$ cat config.mk
export PLATFORM = sky130hd
export DESIGN_NAME = gap_pulse_gen_flat
export DESIGN_NICKNAME = d
export VERILOG_FILES = /design/src/rtl/gap_pkg.sv /design/src/rtl/gap_pulse_gen_if.sv /design/src/rtl/off_time_adapter.sv /design/src/rtl/gap_pulse_gen.sv /design/src/flat_wrapper.sv
export SDC_FILE = /design/constraint.sdc
export NUM_CORES = 1
export LEC_CHECK = 0
export CORE_AREA = 2 2 95 142
export DETAILED_ROUTE_END_ITERATION = 12
export DIE_AREA = 0 0 97 144
export PLACE_DENSITY = 0.64
export REMOVE_ABC_BUFFERS = 1
export SLEW_MARGIN = 30
export SYNTH_ARGS = -nofsm -noshare
export SYNTH_HDL_FRONTEND = slang
export SYNTH_HIERARCHICAL = 1
export SYNTH_SLANG_ARGS = --single-unit
$ cat constraint.sdc
create_clock -name clk -period 6.94 [get_ports clk]
set_clock_uncertainty 0.05 [all_clocks]
set_input_delay 1.735 -clock clk [delete_from_list [all_inputs] [get_ports clk]]
set_output_delay 1.735 -clock clk [all_outputs]
set_load 0.01 [all_outputs]
$ cat src/rtl/gap_pkg.sv
// Shared types and constants for the gap pulse generator.
package gap_pkg;

  typedef enum logic [1:0] {
    StIdle = 2'd0,
    StOn   = 2'd1,
    StOff  = 2'd2
  } gap_state_e;

  typedef logic [15:0] off_time_t;

  localparam int unsigned RatioClamp = 100;

  function automatic logic [31:0] clamp_ratio(input logic [31:0] r);
    return (r > 32'(RatioClamp)) ? 32'(RatioClamp) : r;
  endfunction

endpackage

$ cat src/rtl/gap_pulse_gen_if.sv
// Control and status bundle between the gap-state classifier side and the pulse generator.
interface gap_pulse_gen_if;
  import gap_pkg::*;

  logic        en;
  logic [31:0] ratio;
  logic        ratio_valid;
  logic        pulse_out;
  logic        pulse_start;
  off_time_t   t_off_cur;
  logic [31:0] pulse_cnt;

  modport master (
    output en, ratio, ratio_valid,
    input  pulse_out, pulse_start, t_off_cur, pulse_cnt
  );

  modport slave (
    input  en, ratio, ratio_valid,
    output pulse_out, pulse_start, t_off_cur, pulse_cnt
  );

endinterface

$ cat src/rtl/off_time_adapter.sv
// Pending off-time register, stepped up or down by the short+arc ratio with
// saturation at the configured bounds.
module off_time_adapter
  import gap_pkg::*;
#(
  parameter int unsigned T_OFF_INIT = 100,
  parameter int unsigned T_OFF_MIN  = 20,
  parameter int unsigned T_OFF_MAX  = 400,
  parameter int unsigned T_STEP     = 10,
  parameter int unsigned HI_TH      = 40,
  parameter int unsigned LO_TH      = 10
) (
  input  logic        clk,
  input  logic        rst,
  input  logic        ratio_valid_i,
  input  logic [31:0] ratio_i,
  output off_time_t   t_off_next_o
);

  off_time_t   t_off_next_d, t_off_next_q;
  logic [31:0] ratio_c;
  logic [16:0] inc, dec;

  // 17-bit sums so neither bound can wrap before the saturation compare.
  always_comb begin
    ratio_c      = clamp_ratio(ratio_i);
    inc          = {1'b0, t_off_next_q} + 17'(T_STEP);
    dec          = {1'b0, t_off_next_q} - 17'(T_STEP);
    t_off_next_d = t_off_next_q;
    if (ratio_valid_i) begin
      if (ratio_c > 32'(HI_TH)) begin
        t_off_next_d = (inc > 17'(T_OFF_MAX)) ? 16'(T_OFF_MAX) : inc[15:0];
      end else if (ratio_c < 32'(LO_TH)) begin
        t_off_next_d = (dec[16] || (dec < 17'(T_OFF_MIN))) ? 16'(T_OFF_MIN) : dec[15:0];
      end
    end
  end

  always_ff @(posedge clk) begin
    if (rst) begin
      t_off_next_q <= 16'(T_OFF_INIT);
    end else begin
      t_off_next_q <= t_off_next_d;
    end
  end

  assign t_off_next_o = t_off_next_q;

endmodule

$ cat src/rtl/gap_pulse_gen.sv
// Discharge pulse train: fixed on-time, adaptive off-time taken from the
// adapter at the start of each OFF phase.
module gap_pulse_gen
  import gap_pkg::*;
#(
  parameter int unsigned T_ON       = 50,
  parameter int unsigned T_OFF_INIT = 100,
  parameter int unsigned T_OFF_MIN  = 20,
  parameter int unsigned T_OFF_MAX  = 400,
  parameter int unsigned T_STEP     = 10,
  parameter int unsigned HI_TH      = 40,
  parameter int unsigned LO_TH      = 10
) (
  input logic            clk,
  input logic            rst,
  gap_pulse_gen_if.slave bus
);

  gap_state_e  state_d, state_q;
  off_time_t   cnt_d, cnt_q;
  off_time_t   t_off_cur_d, t_off_cur_q;
  off_time_t   t_off_next;
  logic        pulse_out_d, pulse_out_q;
  logic        pulse_start_d, pulse_start_q;
  logic [31:0] pulse_cnt_d, pulse_cnt_q;

  off_time_adapter #(
    .T_OFF_INIT (T_OFF_INIT),
    .T_OFF_MIN  (T_OFF_MIN),
    .T_OFF_MAX  (T_OFF_MAX),
    .T_STEP     (T_STEP),
    .HI_TH      (HI_TH),
    .LO_TH      (LO_TH)
  ) u_adapter (
    .clk           (clk),
    .rst           (rst),
    .ratio_valid_i (bus.ratio_valid),
    .ratio_i       (bus.ratio),
    .t_off_next_o  (t_off_next)
  );

  always_comb begin
    state_d       = state_q;
    cnt_d         = cnt_q;
    t_off_cur_d   = t_off_cur_q;
    pulse_cnt_d   = pulse_cnt_q;
    pulse_start_d = 1'b0;
    unique case (state_q)
      StIdle: begin
        if (bus.en) begin
          state_d = StOn;
          cnt_d   = '0;
        end
      end
      StOn: begin
        // Dropping en aborts the pulse but the full off-time still follows.
        if (!bus.en || (cnt_q == 16'(T_ON - 1))) begin
          state_d     = StOff;
          cnt_d       = '0;
          t_off_cur_d = t_off_next;
        end else begin
          cnt_d = cnt_q + 16'd1;
        end
      end
      StOff: begin
        if (cnt_q == (t_off_cur_q - 16'd1)) begin
          state_d = bus.en ? StOn : StIdle;
          cnt_d   = '0;
        end else begin
          cnt_d = cnt_q + 16'd1;
        end
      end
      default: begin
        state_d = StIdle;
        cnt_d   = '0;
      end
    endcase
    if ((state_d == StOn) && (state_q != StOn)) begin
      pulse_start_d = 1'b1;
      pulse_cnt_d   = pulse_cnt_q + 32'd1;
    end
    pulse_out_d = (state_d == StOn);
  end

  always_ff @(posedge clk) begin
    if (rst) begin
      state_q       <= StIdle;
      cnt_q         <= '0;
      t_off_cur_q   <= 16'(T_OFF_INIT);
      pulse_out_q   <= 1'b0;
      pulse_start_q <= 1'b0;
      pulse_cnt_q   <= '0;
    end else begin
      state_q       <= state_d;
      cnt_q         <= cnt_d;
      t_off_cur_q   <= t_off_cur_d;
      pulse_out_q   <= pulse_out_d;
      pulse_start_q <= pulse_start_d;
      pulse_cnt_q   <= pulse_cnt_d;
    end
  end

  assign bus.pulse_out   = pulse_out_q;
  assign bus.pulse_start = pulse_start_q;
  assign bus.t_off_cur   = t_off_cur_q;
  assign bus.pulse_cnt   = pulse_cnt_q;

endmodule

$ cat src/flat_wrapper.sv
// flat-port wrapper written by rule: the top's interface ports become plain ports
module gap_pulse_gen_flat import gap_pkg::*;
#(
  parameter int unsigned T_ON       = 50,
  parameter int unsigned T_OFF_INIT = 100,
  parameter int unsigned T_OFF_MIN  = 20,
  parameter int unsigned T_OFF_MAX  = 400,
  parameter int unsigned T_STEP     = 10,
  parameter int unsigned HI_TH      = 40,
  parameter int unsigned LO_TH      = 10
)
  (clk, rst, bus_en, bus_ratio, bus_ratio_valid, bus_pulse_out, bus_pulse_start, bus_t_off_cur, bus_pulse_cnt);
  gap_pulse_gen_if bus_i ();
  input logic clk;
  input logic rst;
  input wire logic [$bits(bus_i.en)-1:0] bus_en;
  input wire logic [$bits(bus_i.ratio)-1:0] bus_ratio;
  input wire logic [$bits(bus_i.ratio_valid)-1:0] bus_ratio_valid;
  output wire logic [$bits(bus_i.pulse_out)-1:0] bus_pulse_out;
  output wire logic [$bits(bus_i.pulse_start)-1:0] bus_pulse_start;
  output wire logic [$bits(bus_i.t_off_cur)-1:0] bus_t_off_cur;
  output wire logic [$bits(bus_i.pulse_cnt)-1:0] bus_pulse_cnt;
  assign bus_i.en = bus_en;
  assign bus_i.ratio = bus_ratio;
  assign bus_i.ratio_valid = bus_ratio_valid;
  assign bus_pulse_out = bus_i.pulse_out;
  assign bus_pulse_start = bus_i.pulse_start;
  assign bus_t_off_cur = bus_i.t_off_cur;
  assign bus_pulse_cnt = bus_i.pulse_cnt;
  gap_pulse_gen #(.T_ON(T_ON), .T_OFF_INIT(T_OFF_INIT), .T_OFF_MIN(T_OFF_MIN), .T_OFF_MAX(T_OFF_MAX), .T_STEP(T_STEP), .HI_TH(HI_TH), .LO_TH(LO_TH)) u_core (.clk(clk), .rst(rst), .bus(bus_i));
endmodule
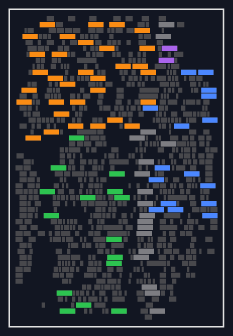
Run 1: where the registers sit
| name in the netlist | color | placed flops |
|---|---|---|
| u_core/cnt_q | blue | 16 |
| u_core/state_q | purple | 2 |
| u_core/u_adapter/t_off_next_o | green | 15 |
| u_core/bus.pulse_cnt | orange | 32 |

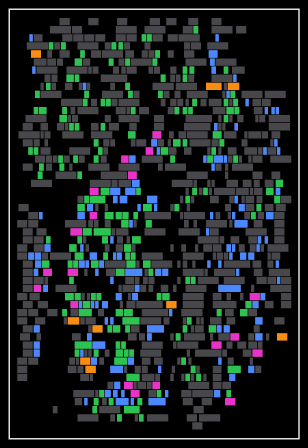
Run 1: gate-type map
| family | color | cells |
|---|---|---|
| inverting AOI/OAI gates | green | 159 |
| multiplexers | orange | 9 |
| AND-OR and OR-AND gates | magenta | 19 |
| NOR gates | blue | 119 |
combinational share of cell area: 53.7%
Post-Layout Cell Count: 940
commonest non-fill, non-tap cell in the layout: sky130_fd_sc_hd__clkdlybuf4s50_1

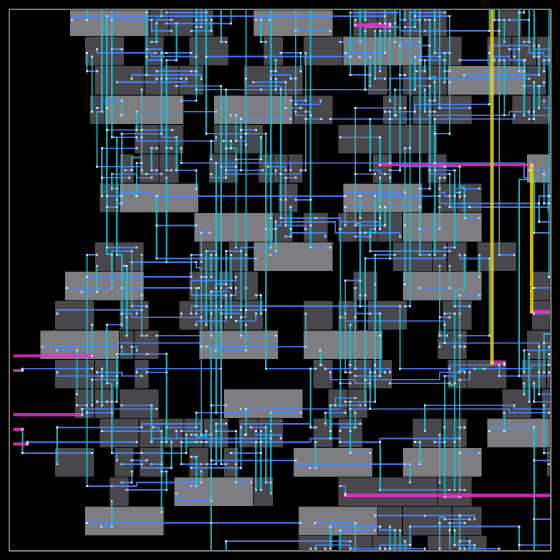
Run 1: zoomed window
Window x 0 to 50, y 83 to 133 um. Cells in gray, sequential cells in the stronger gray; small squares are vias.
| layer | color |
|---|---|
| met2 | cyan |
| met4 | yellow |
| met1 | blue |
| met3 | magenta |
sequential cells in the window: 23
netlist names of flops here include: u_core/bus.pulse_cnt (22), u_core/u_adapter/t_off_next_o (1)
cells with their middle in the window: 145
most frequent: dfxtp_1 (23), a21oi_1 (20), or3_1 (16)

==> run summary, run 1 <==
Status on the layout run. The flow ran to the end, and the final reports show no timing, DRC or antenna violations. For the worst reg-to-reg path, the startpoint reported by OpenROAD is u_core/bus.t_off_cur[2]. The first global-routing pass estimated 25.5 mm of wire. Critical path data arrival time landed at 4.21 ns. The final report lists the setup-violating endpoint count as 0. The signal on the critical path passes through clkdlybuf4s50_1, nor4_1, o31ai_1, a211o_1, or2_1, a211oi_2, a22oi_1, a31oi_1.

Worst-margin pin slew landed at 0.740 ns. The number of warnings reported in the stage logs is 30. In the final layout, excluding clock buffers the buffer count is 88. The global route stage reports its total congestion overflow as 0.

Count of buffer and inverter cells on the critical path landed at 1. The number of global-route vias before repair is 5362. The cell type that accounts for the most area after synthesis is sky130_fd_sc_hd__dfxtp_1. In the layout the commonest cells are sky130_fd_sc_hd__clkdlybuf4s50_1 (84), sky130_fd_sc_hd__dfxtp_1 (83), sky130_fd_sc_hd__nand2_1 (75). Number of antenna violations at the first check in global routing landed at 0. Synthesis inferred 83 register bits.

Largest voltage drop on the vdd net landed at 0.136 mV. STA lists the endpoint of the worst register-to-register path as u_core/bus.pulse_cnt[8]. Wire length after detailed routing landed at 15.6 mm. Relative slew slack landed at 50.3%. Routed via count divided by cell count landed at 6.05. Buffers added to address setup during post-CTS repair amount to 0. According to the timing report, the critical path is captured at u_core/u_adapter/t_off_next_o[3].

Core area landed at 12800 sq um. Total number of vias landed at 5685. Fraction of area in clock buffers and inverters landed at 4.15%.

Number of tapcells landed at 159. The share of synthesized area in the top cell type comes to 29.6%. Per the final layout report, the fraction of cells sized above drive strength 1 comes to 6.91%. Count of different cell masters after synthesis landed at 81. In the CTS report, the clock slew at the register clock pins of the worst setup and hold paths is listed as 0.07 ns. The cell family contributing the most delay on the critical path is AND-OR/OR-AND gates. The detail route stage leaves a number of antenna-violating nets equal to 0. According to the CTS report, the clock sink count is 83. The H-tree was split into 3 levels. In the final layout, the fill cell count is 1247. Cell area power density landed at 176 nW/um^2. Ranked by total area, the top cell class in this layout is combinational gates. Tally of clock buffers in the finished layout landed at 10. After layout, the inverter instance count without clock inverters stands at 24. Standard cell area after detailed placement landed at 6410 sq um. The layout stage reports a final design area of 6690 sq um.

Flop count landed at 83.
## run 1: layer usage
metal / vias to the layer above / track usage (%) / share of wire [%]
met3: 41 / 3.29 / 3.5
met1: 2703 / 24.7 / 40
met2: 161 / 40.4 / 53
li1: 2780 / - / -
met4: 0 / 10.8 / 3.5
met5: - / 0 / 0
## run 1: synth_stat cells (8+ instances only)
cell type and number:
sky130_fd_sc_hd__nand4_1 20, sky130_fd_sc_hd__nand2_1 75, sky130_fd_sc_hd__or3_1 25, sky130_fd_sc_hd__ha_1 10
sky130_fd_sc_hd__buf_2 14, sky130_fd_sc_hd__xor2_1 18, sky130_fd_sc_hd__nor2_1 56, sky130_fd_sc_hd__xnor2_1 22
sky130_fd_sc_hd__inv_1 22, sky130_fd_sc_hd__o31ai_1 10, sky130_fd_sc_hd__nor3_1 15, sky130_fd_sc_hd__a21oi_1 62
sky130_fd_sc_hd__dfxtp_1 83, sky130_fd_sc_hd__nor4_1 24, sky130_fd_sc_hd__and3_1 11, sky130_fd_sc_hd__nand3_1 40
sky130_fd_sc_hd__or4_1 8, sky130_fd_sc_hd__o21ai_0 38, sky130_fd_sc_hd__clkbuf_1 29
## run 1: power by group
| part | total, uW | leakage [uW] | switching, uW | internal [uW] |
|---|---|---|---|---|
| clock | 456 | 0.000131 | 209 | 247 |
| sequential | 521 | 0.000672 | 30.3 | 490 |
| combinational | 202 | 0.00138 | 118 | 84.3 |
## run 1: cell families after synthesis
family                     Yosys count  synth area share, %
AOI/OAI and AO/OA                  178                 20.7
xor gates and xnor gates            41                 6.65
adders and majority gates           10                 2.23
buffers and inverters               77                 6.29
DFF                                 83                 29.6
muxes                                9                 1.74
other                                1               0.0669
and+or+nand+nor                    331                 32.7
==> run 2: changes to the inputs <==
PLACE_DENSITY = 0.67   (was 0.64)
clock period = 3.2 ns   (was 6.94 ns; I/O delays follow)
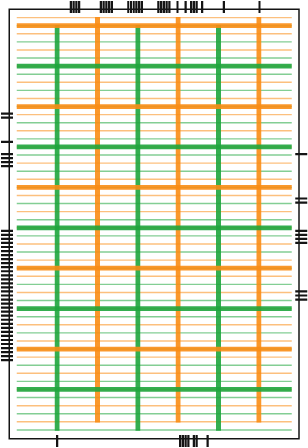
Run 2: floorplan with the power grid
Pins as bars on the die edge.
| net | color |
|---|---|
| VSS | green |
| VDD | orange |
met1 rails: 52
met5 straps: 10
signal pins: 86

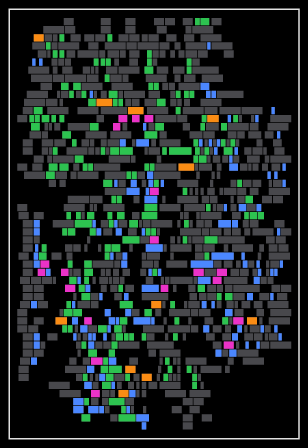
Run 2: gate-type map
| family | color | cells |
|---|---|---|
| multiplexers | orange | 11 |
| NOR gates | blue | 119 |
| inverting AOI/OAI gates | green | 159 |
| AND-OR and OR-AND gates | magenta | 19 |
combinational share of cell area: 51.8%
Post-Layout Cell Count: 994

==> run 2 against run 1 <==
  * The flow now finishes with violations (negative setup slack)
  * Register-to-register slack lost 3.1 ns
  * Critical path depth grew 2
  * Non-clock buffer count grew 52
  * Sequential share of layout area shrank 2.1 points
  * Critical path type is now flop to flop
==> run summary, run 2 <==
Status on the layout run. The run finished, with violations left. The checks that failed: negative setup slack. Signal nets in the final route climb as high as met4. The critical path contains buffers and inverters numbering 2 combined.

Cell internal power dissipation landed at 1900 uW. Per the timing report, the most critical flop-to-flop path originates at u_core/bus.t_off_cur[6]. Overall overflow remaining after global route landed at 0. Summing all multiplexer cells gives an area fraction of 1.74%. Cell area power density landed at 377 nW/um^2. The number of global-route vias before repair is 5967. The critical path ends at u_core/bus.pulse_cnt[4]. Routed via count divided by cell count landed at 6.13. The analysis attributes to net switching a power of 864 uW. The sequential power reported by the tool is 1110 uW. Sequential cell fraction of total power landed at 40.2%. The group that draws the most power in this run is registers. The tool warning count for the run is 32. The cell-mix breakdown from Yosys lists the XOR/XNOR area share as 6.65%. Sorting the synthesis cell report by count puts at the top sky130_fd_sc_hd__dfxtp_1. The pin closest to its max-slew limit shows a slew of 0.625 ns. Global routing put the most usage on met2. In the final layout, the share of cells above drive strength 1 is 17.4%. Simple logic cell fraction of the synthesized area landed at 32.7%. Wire length of the first global-routing pass landed at 27.8 mm. Met3 layer usage reported by global route landed at 3.24%. Flip-flop and latch count after synthesis landed at 83. The detailed router placed 6092 vias in this run. For reference, the critical path cell chain is or4_4, or3_4, a211o_1, o311a_1, nor4_4, buf_6, mux2_4, buf_6, or3_4, a21oi_2. In this run, the synthesized area fraction spent on AND-OR/OR-AND gates is recorded as 20.7%. Looking at the VDD voltage map, the peak drop is 0.197 mV. In this run, the clock network consumes 37.5% of the power. Setup-violating endpoint count in the final report landed at 8.

Post-route worst setup slack landed at -0.0259 ns. The routed design uses 8.85 mm of met2 wire. Critical path data arrival time landed at 3.46 ns. Number of clock sinks seen by CTS landed at 83.

Power consumed by the clock network landed at 1040 uW. Global routing used 26.1% of the available met1 tracks. Remaining antenna violation count landed at 0.

The synthesized netlist devotes 2.23% of its cell area to adder and majority cells. The number of different library cells used by synthesis comes to 81. In the global route stage, met2 resource usage came out at 44.7%.

Number of antenna violations at the first check in global routing landed at 0. Yosys reports that the most numerous cell types are sky130_fd_sc_hd__dfxtp_1 (83), sky130_fd_sc_hd__nand2_1 (75), sky130_fd_sc_hd__a21oi_1 (62), sky130_fd_sc_hd__nor2_1 (56), sky130_fd_sc_hd__nand3_1 (40).
-- run 2: cell counts after synthesis --
No cell type changed its count.
-- run 2: final cells by class --
| cell class | count | area [sq um] |
|---|---|---|
| inverters | 24 | 90.1 |
| clock buffers | 9 | 225 |
| multi-input cells | 572 | 3790 |
| fillers | 1151 | 5500 |
| clock inverters | 7 | 67.6 |
| well taps | 159 | 199 |
| flip-flops and latches | 83 | 1660 |
| repair buffers | 140 | 1290 |
-- run 2: timing repair --
action / in CTS / in global routing
resized: 12 / 41
pin swaps: 22 / 36
setup buffers: 6 / 0
endpoints found under the setup margin: 27 / 32
cloned: 3 / 1
-- run 2: worst reg2reg max path, cell delays in order (launching register included) --
cell	delay (ns)
sky130_fd_sc_hd__dfxtp_2	0.32
sky130_fd_sc_hd__or4_4	0.52
sky130_fd_sc_hd__or3_4	0.42
sky130_fd_sc_hd__a211o_1	0.24
sky130_fd_sc_hd__o311a_1	0.13
sky130_fd_sc_hd__nor4_4	0.29
sky130_fd_sc_hd__buf_6	0.17
sky130_fd_sc_hd__mux2_4	0.39
sky130_fd_sc_hd__buf_6	0.16
sky130_fd_sc_hd__or3_4	0.36
sky130_fd_sc_hd__a21oi_2	0.12
-- run 2: stage by stage --
| stage | cells | hold WS [ns] | worst slack [ns] | utilization [%] | cell area [sq um] |
|---|---|---|---|---|---|
| floorplan | 677 | 0.433 | -0.146 | - | 5350 |
| global placement | 968 | 0.431 | -0.0190 | 52.6 | 6740 |
| detailed placement | 968 | 0.432 | -0.119 | 52.6 | 6740 |
| CTS | 993 | 0.441 | -0.0413 | 55.8 | 7160 |
| global route | 994 | 0.471 | -0.110 | 57.1 | 7330 |
| finish | 994 | 0.440 | -0.0259 | 57.1 | 7330 |
Power figures rest on the tool's default switching activity, not on a simulated workload.
